### config.mk
export PLATFORM = sky130hd
export DESIGN_NAME = bmc_rx
export DESIGN_NICKNAME = d
export VERILOG_FILES = /design/src/rtl/bmc_rx_pkg.sv /design/src/rtl/cc_sync.sv /design/src/rtl/bmc_rx.sv
export SDC_FILE = /design/constraint.sdc
export NUM_CORES = 1
export LEC_CHECK = 0
export CAP_MARGIN = 20
export CORE_ASPECT_RATIO = 1.4
export CORE_MARGIN = 2
export CORE_UTILIZATION = 50
export DETAILED_ROUTE_END_ITERATION = 8
export GPL_ROUTABILITY_DRIVEN = 0
export PLACE_DENSITY = 0.74
export SLEW_MARGIN = 15
export SYNTH_ARGS = -nofsm -noshare
export SYNTH_HDL_FRONTEND = slang
export SYNTH_SLANG_ARGS = --single-unit
export TNS_END_PERCENT = 1
### constraint.sdc
create_clock -name clk -period 2.04 [get_ports clk]
set_input_delay 0.408 -clock clk [delete_from_list [all_inputs] [get_ports clk]]
set_output_delay 0.408 -clock clk [all_outputs]
set_load 0.02 [all_outputs]
### src/rtl/bmc_rx_pkg.sv
// Shared definitions for the BMC receiver: state encoding, default timing
// thresholds (in clk cycles at 12 MHz) and the interval counter width.
`timescale 1ns/1ps
package bmc_rx_pkg;

  typedef enum logic [1:0] {
    ST_IDLE  = 2'd0,
    ST_TRAIN = 2'd1,
    ST_DATA  = 2'd2
  } bmc_state_e;

  localparam int CNT_W = 7;
  localparam logic [CNT_W-1:0] CNT_MAX = 7'd127;

  localparam int DEF_T_MIN   = 12;
  localparam int DEF_T_SPLIT = 30;
  localparam int DEF_T_MAX   = 56;
  localparam int DEF_T_IDLE  = 64;
  localparam int DEF_N_LOCK  = 8;

  // True when an interval lies inside [lo, hi] inclusive.
  function automatic logic in_range(input logic [CNT_W-1:0] v,
                                    input logic [CNT_W-1:0] lo,
                                    input logic [CNT_W-1:0] hi);
    return (v >= lo) && (v <= hi);
  endfunction

endpackage

### src/rtl/cc_sync.sv
// Two-flop synchronizer bringing the asynchronous CC comparator output into
// the clk domain. Both stages reset to 0.
`timescale 1ns/1ps
module cc_sync (
  input  logic clk,
  input  logic rstz,
  input  logic d,
  output logic q
);

  logic s1_q, s1_d;
  logic s2_q, s2_d;

  // Next values simply shift the comparator level down the chain.
  always_comb begin
    s1_d = d;
    s2_d = s1_q;
  end

  // Synchronizer stages.
  always_ff @(posedge clk or negedge rstz) begin
    if (!rstz) begin
      s1_q <= 1'b0;
      s2_q <= 1'b0;
    end else begin
      s1_q <= s1_d;
      s2_q <= s2_d;
    end
  end

  assign q = s2_q;

endmodule

### src/rtl/bmc_rx.sv
// BMC receiver: measures the spacing between CC line transitions, trains on
// the preamble until N_LOCK consecutive legal intervals are seen, then
// decodes full-UI intervals as 0 and pairs of half-UI intervals as 1.
// A quiet line for T_IDLE cycles ends the reception.
`timescale 1ns/1ps
module bmc_rx
  import bmc_rx_pkg::*;
#(
  parameter int T_MIN   = DEF_T_MIN,
  parameter int T_SPLIT = DEF_T_SPLIT,
  parameter int T_MAX   = DEF_T_MAX,
  parameter int T_IDLE  = DEF_T_IDLE,
  parameter int N_LOCK  = DEF_N_LOCK
) (
  input  logic clk,
  input  logic rstz,
  input  logic comp_cc,
  input  logic rx_en,
  output logic rx_bit,
  output logic rx_bit_vld,
  output logic rx_eop,
  output logic rx_err,
  output logic rx_active,
  output logic cc_idle
);

  localparam int LOCK_W = $clog2(N_LOCK + 1);

  localparam logic [CNT_W-1:0]  L_MIN   = CNT_W'(T_MIN);
  localparam logic [CNT_W-1:0]  L_SPLIT = CNT_W'(T_SPLIT);
  localparam logic [CNT_W-1:0]  L_MAX   = CNT_W'(T_MAX);
  localparam logic [CNT_W-1:0]  L_IDLE  = CNT_W'(T_IDLE);
  localparam logic [LOCK_W-1:0] L_LAST  = LOCK_W'(N_LOCK - 1);

  logic cc_s;

  logic              cc_prev_q, cc_prev_d;
  logic [CNT_W-1:0]  cnt_q,     cnt_d;
  bmc_state_e        state_q,   state_d;
  logic [LOCK_W-1:0] lock_q,    lock_d;
  logic              pend_q,    pend_d;
  logic              bit_q,     bit_d;
  logic              vld_q,     vld_d;
  logic              eop_q,     eop_d;
  logic              err_q,     err_d;
  logic              active_q,  active_d;
  logic              idle_q,    idle_d;

  logic edge_det;
  logic timeout;
  logic ivl_legal;
  logic ivl_full;
  logic ivl_half;

  cc_sync u_cc_sync (
    .clk  (clk),
    .rstz (rstz),
    .d    (comp_cc),
    .q    (cc_s)
  );

  // An edge is any change of the synchronized level; the interval counter
  // holds the cycles since the previous edge, so its value at an edge is the
  // measured interval. A timeout loses to a coincident edge.
  always_comb begin
    cc_prev_d = cc_s;
    edge_det  = cc_s ^ cc_prev_q;
    if (edge_det) begin
      cnt_d = CNT_W'(1);
    end else if (cnt_q != CNT_MAX) begin
      cnt_d = cnt_q + CNT_W'(1);
    end else begin
      cnt_d = cnt_q;
    end
    timeout   = (cnt_q >= L_IDLE) && !edge_det;
    ivl_legal = in_range(cnt_q, L_MIN, L_MAX);
    ivl_full  = ivl_legal && (cnt_q >= L_SPLIT);
    ivl_half  = ivl_legal && (cnt_q <  L_SPLIT);
  end

  // Receive FSM: training, decode and termination; strobes default low.
  always_comb begin
    state_d = state_q;
    lock_d  = lock_q;
    pend_d  = pend_q;
    bit_d   = bit_q;
    vld_d   = 1'b0;
    eop_d   = 1'b0;
    err_d   = 1'b0;

    if (!rx_en) begin
      state_d = ST_IDLE;
      lock_d  = '0;
      pend_d  = 1'b0;
    end else begin
      case (state_q)
        ST_IDLE: begin
          if (edge_det) begin
            state_d = ST_TRAIN;
            lock_d  = '0;
            pend_d  = 1'b0;
          end
        end
        ST_TRAIN: begin
          if (edge_det) begin
            if (ivl_legal) begin
              if (lock_q == L_LAST) begin
                state_d = ST_DATA;
                lock_d  = '0;
                pend_d  = 1'b0;
              end else begin
                lock_d = lock_q + LOCK_W'(1);
              end
            end else begin
              lock_d = '0;
            end
          end else if (timeout) begin
            state_d = ST_IDLE;
            lock_d  = '0;
          end
        end
        ST_DATA: begin
          if (edge_det) begin
            if (ivl_full && !pend_q) begin
              bit_d = 1'b0;
              vld_d = 1'b1;
            end else if (ivl_half && pend_q) begin
              bit_d  = 1'b1;
              vld_d  = 1'b1;
              pend_d = 1'b0;
            end else if (ivl_half) begin
              pend_d = 1'b1;
            end else begin
              // Out-of-range interval, or a full UI while half a '1' is pending.
              err_d   = 1'b1;
              pend_d  = 1'b0;
              state_d = ST_IDLE;
            end
          end else if (timeout) begin
            eop_d   = 1'b1;
            err_d   = pend_q;
            pend_d  = 1'b0;
            state_d = ST_IDLE;
          end
        end
        default: begin
          state_d = ST_IDLE;
          lock_d  = '0;
          pend_d  = 1'b0;
        end
      endcase
    end

    // Status outputs follow the registered state, so a terminating strobe is
    // still seen with cc_idle low and cc_idle rises on the following clk.
    active_d = (state_q == ST_TRAIN) || (state_q == ST_DATA);
    idle_d   = (state_q == ST_IDLE);
  end

  // All receiver state and registered outputs.
  always_ff @(posedge clk or negedge rstz) begin
    if (!rstz) begin
      cc_prev_q <= 1'b0;
      cnt_q     <= '0;
      state_q   <= ST_IDLE;
      lock_q    <= '0;
      pend_q    <= 1'b0;
      bit_q     <= 1'b0;
      vld_q     <= 1'b0;
      eop_q     <= 1'b0;
      err_q     <= 1'b0;
      active_q  <= 1'b0;
      idle_q    <= 1'b1;
    end else begin
      cc_prev_q <= cc_prev_d;
      cnt_q     <= cnt_d;
      state_q   <= state_d;
      lock_q    <= lock_d;
      pend_q    <= pend_d;
      bit_q     <= bit_d;
      vld_q     <= vld_d;
      eop_q     <= eop_d;
      err_q     <= err_d;
      active_q  <= active_d;
      idle_q    <= idle_d;
    end
  end

  assign rx_bit     = bit_q;
  assign rx_bit_vld = vld_q;
  assign rx_eop     = eop_q;
  assign rx_err     = err_q;
  assign rx_active  = active_q;
  assign cc_idle    = idle_q;

endmodule

==> results.txt <==
Results of the full flow below.

Outcome:
- The flow ran to the end, and the final reports show no timing, DRC or antenna violations.

Setup path:
- The run gives the logic depth of the worst path, buffers included as 7.
- The run gives the critical path endpoint category as a flop.
- Logic depth along the worst register-to-register path is recorded as 7.
- The OpenROAD report gives the critical path a data arrival time of 2180 ps.
- The run puts the minimum setup slack among reg-to-reg paths at 50 ps.
- The kind of cell with the highest combined delay along the critical path is AND-OR/OR-AND gates.
- The run puts the maximum fanout along the worst path at 2.
- Per STA, the worst path is made up of inv_1, ha_1, nand2b_1, a311o_1, or3_4, o221ai_4, mux2_4.
- The run gives the type of element launching the critical path as a flop.
- Looking at the reg2reg group, the worst path starts from cnt_q[1]$_DFFE_PN0P_.

Synth:
- The run gives the number of nets in the synthesized netlist as 134.
- The run gives the number of register bits inferred by synthesis as 23.
- The run puts the distinct cell type count after synthesis at 40.

CTS:
- The run puts the maximum clock insertion buffer count at 2.
- The run gives the cell at the root of the clock tree as sky130_fd_sc_hd__clkbuf_4.
- The number of hold buffers added after CTS was 0.
- The later pin in the worst-skew pair is clocked with a latency of 300 ps.

Global route:
- The run puts the global router's overall resource usage at 0.196.
- The run puts the initial antenna violation count at 0.
- The first global-routing pass estimated 4030 µm of wire.
- The run gives the final global-route overflow total as 0.
- For this run, global-route usage on met3 was measured as 0.0289.

STA:
- The run gives the normalized max-slew margin as 0.771.
- The run puts the number of endpoints failing setup at the final stage at 0.
- Setup repair after global routing could not meet its margin everywhere.
- In the final run the clock tree shows a worst skew of 3.01 ps.
- The run puts the achievable clock frequency at 0.503 GHz.
- The run puts the post-route setup TNS at 0 ps.
- The run gives the actual transition at the worst max-transition pin as 342 ps.

Pwr:
- The run gives the static leakage as 0.652 nW.
- The run puts the worst vdd rail ir drop at 0.000439 V.

Drt:
- The run gives the routed metal-1 wirelength as 1020 µm.
- The run gives the total length of routed met2 wires as 1360 µm.
- The run puts the iteration-0 DRC count of the detailed router at 23.
- The run gives the average via count per standard cell as 5.85.
- Per the detailed-route log, wirelength across all metal layers totals 2480 µm.
- The run gives the met3 routed wirelength as 45 µm.

Floorplan:
- The run puts the area of the placeable core at 2340 µm².
- The run puts the floorplan core density at 0.513.
- The run puts the top-level port count at 10.
- The run puts the x dimension of the die at 45.4 µm.
- According to the floorplan report, the die height is 61.9 µm.

Hold path:
- The path class of the tightest hold or removal check is flop to flop.
- The startpoint identified for the worst hold timing path is u_cc_sync.s1_q$_DFF_PN0_.

Layout:
- The run puts the utilization after layout at 0.635.
- Counting only logic cells after layout, the most numerous master is sky130_fd_sc_hd__dfrtp_1.

Placement:
- The run puts the setup slack after placement at -35.1 ps.
- The run gives the cell count after placement as 167.
- During placement, the flow inserted port buffers numbering 9.
cell type report:
class	count	area (µm²)
Multi-Input combinational cell	90	623
Timing Repair Buffer	24	203
Tap cell	23	28.8
Sequential cell	23	577
Fill cell	184	855
Clock buffer	4	26.3
Inverter	7	26.3
cells in the mapped netlist:
library cell                count  area, µm²
sky130_fd_sc_hd__a211oi_1       1       7.51
sky130_fd_sc_hd__and3_1         1       6.26
sky130_fd_sc_hd__and3b_1        1       8.76
sky130_fd_sc_hd__inv_1          6       22.5
sky130_fd_sc_hd__or4_1          1       7.51
sky130_fd_sc_hd__nand3_1        4       20.0
sky130_fd_sc_hd__nor2b_1        1       6.26
sky130_fd_sc_hd__nor4b_1        1       8.76
sky130_fd_sc_hd__a2111oi_1      1       10.0
sky130_fd_sc_hd__clkbuf_1       3       11.3
sky130_fd_sc_hd__a311o_1        1       10.0
sky130_fd_sc_hd__o211ai_1       2       15.0
sky130_fd_sc_hd__a21boi_1       1       7.51
sky130_fd_sc_hd__nand2_1       11       41.3
sky130_fd_sc_hd__dfrtp_1       22        551
sky130_fd_sc_hd__o31ai_1        1       7.51
sky130_fd_sc_hd__a41oi_1        2       17.5
sky130_fd_sc_hd__nand4_1        1       6.26
sky130_fd_sc_hd__or3_4          1       11.3
sky130_fd_sc_hd__mux2i_1        1       10.0
sky130_fd_sc_hd__nor3_1         6       30.0
sky130_fd_sc_hd__and2_4         1       8.76
sky130_fd_sc_hd__and2_1         1       6.26
sky130_fd_sc_hd__mux2_1         1       11.3
sky130_fd_sc_hd__dfstp_2        1       26.3
sky130_fd_sc_hd__a22o_1         1       8.76
sky130_fd_sc_hd__nand2b_1       2       12.5
sky130_fd_sc_hd__o21ai_0        8       40.0
sky130_fd_sc_hd__ha_1           7       87.6
sky130_fd_sc_hd__o21ai_1        5       25.0
sky130_fd_sc_hd__a22oi_1        1       7.51
sky130_fd_sc_hd__o221ai_2       1       15.0
sky130_fd_sc_hd__clkinv_1       1       3.75
sky130_fd_sc_hd__a21oi_1        3       15.0
sky130_fd_sc_hd__nor2_1        12       45.0
sky130_fd_sc_hd__a31oi_1        3       18.8
sky130_fd_sc_hd__xnor2_1        2       17.5
sky130_fd_sc_hd__or3b_1         1       8.76
sky130_fd_sc_hd__nor3b_1        1       7.51
sky130_fd_sc_hd__xor2_1         2       17.5
state kept, by name, indices dropped and copies added (netlist names):
| register | count |
|---|---|
| state_q | 2 |
| lock_q | 4 |
| u_cc_sync.q | 1 |
| rx_eop | 1 |
| pend_q | 1 |
| rx_bit_vld | 1 |
| u_cc_sync.s1_q | 1 |
| rx_err | 1 |
| cc_prev_q | 1 |
| rx_bit | 1 |
| rx_active | 1 |
| cc_idle | 1 |
| cnt_q | 7 |
kinds of logic after synthesis:
kind of cell / share of synthesized area
adder cells (fa/ha/maj): 0.0731
AND-OR/OR-AND: 0.171
flip-flops: 0.481
AND/OR/NAND/NOR: 0.196
XOR/XNOR: 0.0292
multiplexers: 0.0177
buffers and inverters: 0.0313
where the power goes:
part           total (mW)  switching [mW]  internal [mW]
registers           0.549          0.0359          0.513
clock network       0.205           0.129         0.0761
logic               0.428           0.239          0.189
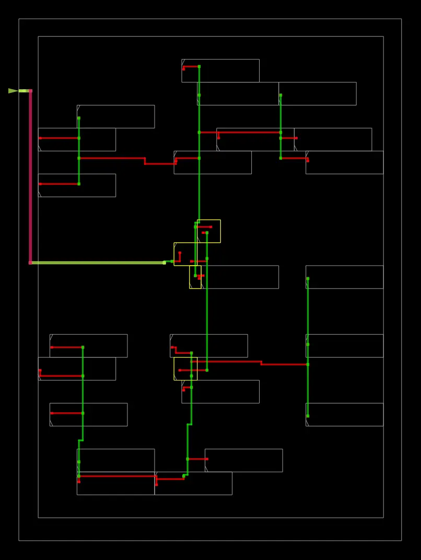
(images/clock_nets.png)
flip-flops: 23
Inserted Clock Buffers: 3
clkbuf count: 4
power in the clock group: 205 µW
CTS Sinks: 23

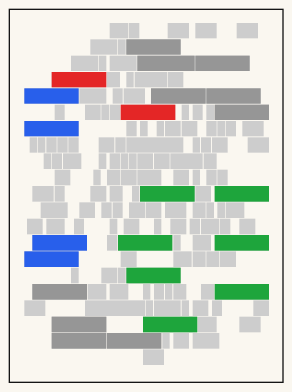
(images/ff_map.png)
Drawn at 6 px/µm. Other sequential cells in the stronger grey, the rest of the logic in the fainter grey.
colour	netlist name	placed flops
red	state_q	2
green	cnt_q	7
blue	lock_q	4
not coloured	10

Power and IR drop assume default switching activity.
